==> config.mk <==
export PLATFORM = sky130hd
export DESIGN_NAME = sc_bitstream_decoder
export DESIGN_NICKNAME = d
export VERILOG_FILES = /design/src/rtl/sc_pkg.sv /design/src/rtl/sc_popcount.sv /design/src/rtl/sc_bitstream_decoder.sv
export SDC_FILE = /design/constraint.sdc
export NUM_CORES = 1
export LEC_CHECK = 0
export CAP_MARGIN = 20
export CORE_UTILIZATION = 51
export DETAILED_ROUTE_END_ITERATION = 8
export GPL_TIMING_DRIVEN = 0
export PLACE_DENSITY_LB_ADDON = 0.3
export SYNTH_ARGS = -nofsm -noshare
export SYNTH_HDL_FRONTEND = slang
export SYNTH_SLANG_ARGS = --single-unit
export TNS_END_PERCENT = 30
==> constraint.sdc <==
create_clock -name clk -period 1.81 [get_ports clk]
set_input_delay 0.362 -clock clk [delete_from_list [all_inputs] [get_ports clk]]
set_output_delay 0.362 -clock clk [all_outputs]
set_load 0.05 [all_outputs]
Run 1, M3 wires:
Drawn at 4 px/um. Cells faint in the background.
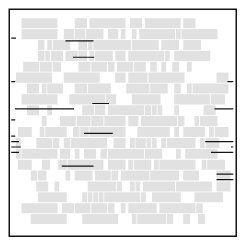
main direction: horizontal
longest straight run: 14.5 um
nets with wire on the layer: 17
share of all routed wire: 2.4%
wire length on this layer: 78.4 um
final WL: 3230 um
vias: 1,131
routing usage on met3: 3.46%

Run 1, clock network drawn from the DEF:
Drawn at 6 px/um.
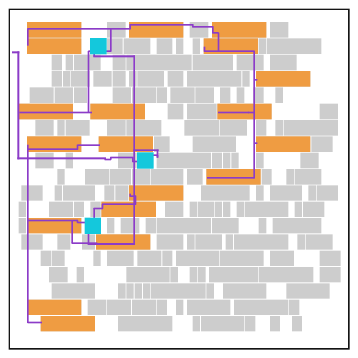
[cells driving clock nets] cyan | count: 3
[flip-flops] orange | count: 19
[clock wires] purple | length: 287 um
routed clock nets: 4
Clk pwr share: 8.0%
Late-Pin Clk Latency: 0.33 ns

Run 1, routing congestion:
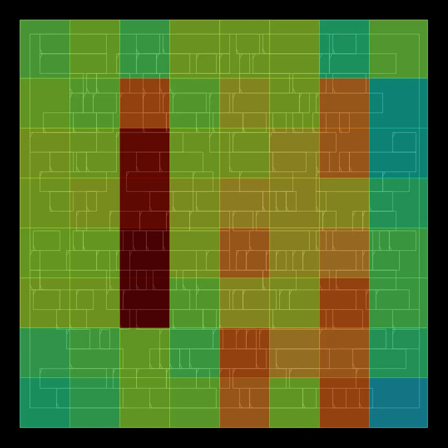
WL/cell: 15.3 um
met1 Use GR: 25.7%

==> flow_summary.toml, run 1 <==
# yosys + openroad results
[status]
status = "complete, but fails checks"
violations = "setup timing"

[die]
fp_util_pct = 54.2
taps = 31
rows = 19
core_sq_um = 2780

[global_routing]
grt_usage_pct = 22.7
busiest_layer = "met2"
grt_max_degree = 20

[placed_design]
portBuffers = 28
dp_cells = 203
dp_hpwl_um = 2270
dpl_cell_area_sq_um = 1910
place_ws_ns = -3.20

[logic_synthesis]
ys_sh_xor_pct = 2.33
top_area_share_pct = 31.6
aoi_share_pct = 13.9
synthDistinctLibCells = 37
synth.area.top_cells = "dfrtp_1 32%, fa_1 16%, ha_1 16%"
synth_top_cell_by_count = "inv_1"
synthesis.area_sq_um = 1510
fp_nets = 196
yosys_most_used_dff = "dfrtp_1"
ys_sh_simple_pct = 10.9
ys_seq_share_pct = 31.6

[drt]
highest_layer = "met4"
drt-initial-drc-count = 21
vias_per_cell = 5.36
dr_wl_met2_um = 1720

[cells_and_area]
biggestCellCategory = "combinational gates"
mostFrequentLayoutCells = "19 x dfrtp_1, 18 x inv_1, 12 x nand2_1, 10 x inv_2, 10 x ha_4"
signal_buffers = 34
num-nets-final = 233
logic_area_sq_um = 1130
clock_buffers = 3
sh_comb_area_pct = 54.8
clk_share_pct = 1.34
num-multi-input-gates = 95

[clock_network]
cts_root_buffer = "clkbuf_4"
clkSlewWorstSetupHoldPaths_ns = 0.12
cts_tree = "done"
cts_made_buffers = 3
cts_resized = 78

[setup_path]
crit_chain = "buf_6, ha_4, inv_2, fa_1, inv_2, fa_2, fa_1, inv_2, fa_1, inv_2, ha_4, fa_2, xor2_1, ha_2, nand4_1, buf_4, a21oi_2, o31ai_2"
cp_slowest_cell = "fa_1"
worst-path-stages = 18
cp_data_arrival_time_ns = 4.44
crit_family = "adder cells"
cp-start-kind = "input pin"
crit_buf_inv = 6
worst-setup-path-type = "input pin to flop"
crit_path_max_fanout = 5
max_stage_delay_ns = 0.54

[power_and_ir_drop]
power_density_nw_per_um2 = 1400
power_frac_seq_pct = 17.8
clock_power_mw = 0.232
pg_seq_mw = 0.513
comb-power_mw = 2.14

[hold_path]
holdCritPathClass = "input pin to flop"

[timing]
worstMarginPinSlew_ns = 0.880
rsz0062_at_grt = "yes"
period_used_pct = 233
finalWorstSetupSlack_ns = -2.41
fmax_ghz = 0.237
setup_violations = 14
finalClockSkew_ns = 0.00977
==> inputs of run 2 (changes only) <==
Settings changed: CORE_UTILIZATION 51 to 50.
Run 2, routing congestion:
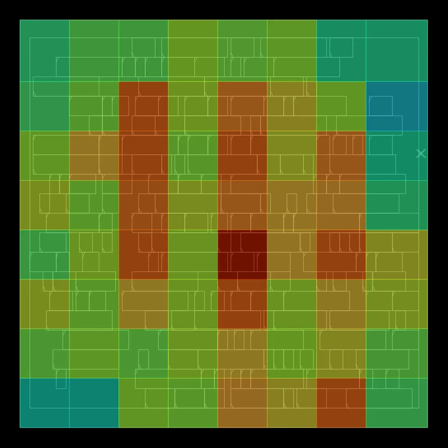
routing usage on met3: 2.76%
Final Core Density: 74.1%

==> flow_summary.toml, run 2 <==
# yosys + openroad results
[status]
status = "complete, but fails checks"
violations = "DRC, setup timing"

[global_routing]
grt_pass1_vias = 1156
gr-usage-met2_pct = 37.8
grt_use_met1_pct = 23.5
grt_usage_pct = 20.6
busiest_layer = "met2"
grt_max_degree = 20

[setup_path]
crit_chain = "buf_6, ha_4, inv_2, fa_2, inv_2, fa_2, inv_2, fa_2, fa_1, inv_2, ha_4, fa_2, xor2_1, ha_2, buf_6, a31oi_4, a21oi_2, o31ai_2"
cp-start-kind = "input pin"
max_stage_delay_ns = 0.56
crit_buf_inv = 6
cp_slowest_cell = "fa_2"
crit_path_max_fanout = 4
cp_data_arrival_time_ns = 4.43
crit_family = "adder cells"
worst-setup-path-type = "input pin to flop"
worst-path-stages = 18

[timing]
finalClockSkew_ns = 0.0104
timing.hold.ws_ns = 0.402
rsz0062_at_grt = "yes"
min_period_ns = 4.20
fmax_ghz = 0.238
period_used_pct = 232
finalWorstSetupSlack_ns = -2.39
worstMarginPinSlew_ns = 0.866
setup_violations = 14

[drt]
wire_per_inst_um = 14.7
remaining_drc_errors = 2
vias_per_cell = 5.38
dr_wl_met2_um = 1750
highest_layer = "met4"
wl_um = 3120
drt-initial-drc-count = 24
num_vias = 1140

[cells_and_area]
nonClockInverterCount = 28
signal_buffers = 35
final-seq-area_sq_um = 475
mostFrequentLayoutCells = "19 x dfrtp_1, 16 x inv_1, 12 x inv_2, 11 x ha_4, 10 x nand2_1"
logic_area_sq_um = 1140
clock_buffers = 3
flop-count = 19
buf_share_pct = 13.9
fin_cells = 212
sh_comb_area_pct = 55.0
clk_share_pct = 1.32
n_antenna_cell = 0
num-multi-input-gates = 95
biggestCellCategory = "combinational gates"
fillers = 186
num-nets-final = 234

[logic_synthesis]
synthDistinctLibCells = 37
fp_nets = 196
aoi_share_pct = 13.9
yosys_most_used_dff = "dfrtp_1"
top_area_share_pct = 31.6
ys_sh_simple_pct = 10.9
synthesis.area_sq_um = 1510
syn_inst = 144
synth.area.top_cells = "dfrtp_1 32%, fa_1 16%, ha_1 16%"
yosys_warnings = 0
ys_sh_xor_pct = 2.33
avgSynthCellArea_sq_um = 10.5
synth_top_cell_by_count = "inv_1"
ys_seq_share_pct = 31.6

[die]
die_area_sq_um = 3240
core_sq_um = 2810
taps = 31
rows = 19
fp_util_pct = 53.7
die_y_um = 56.9

[clock_network]
clkLatencyLatePin_ns = 0.30
cts_htree_levels = 1
cts_made_buffers = 3
clock_path_buffers = 2
cts_root_buffer = "clkbuf_4"
clkSlewWorstSetupHoldPaths_ns = 0.11
cts_tree = "done"
cts_hold_buf = 0
cts_resized = 63

[power_and_ir_drop]
p_clk_share_pct = 7.8
p_sw_share_pct = 43.0
power_frac_seq_pct = 18.7
power_density_nw_per_um2 = 1320
total_power_mw = 2.75
comb-power_mw = 2.02
power.leakage_nw = 1.00
clock_power_mw = 0.214

[placed_design]
dpl_cell_area_sq_um = 1910
portBuffers = 28
dp_cells = 203
place_ws_ns = -3.16
dp_hpwl_um = 2270

[hold_path]
holdCritPathClass = "input pin to flop"
Run 2, sequential cells coloured by netlist name:
Drawn at 4 px/um.
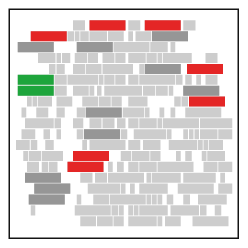
| signal | colour | flops |
|---|---|---|
| `r_word_cnt` | green | 2 |
| `out_count` | red | 7 |
Seq. pwr: 0.515 mW
sequential share of cell area: 22.9%

Power figures rest on the tool's default switching activity, not on a simulated workload.
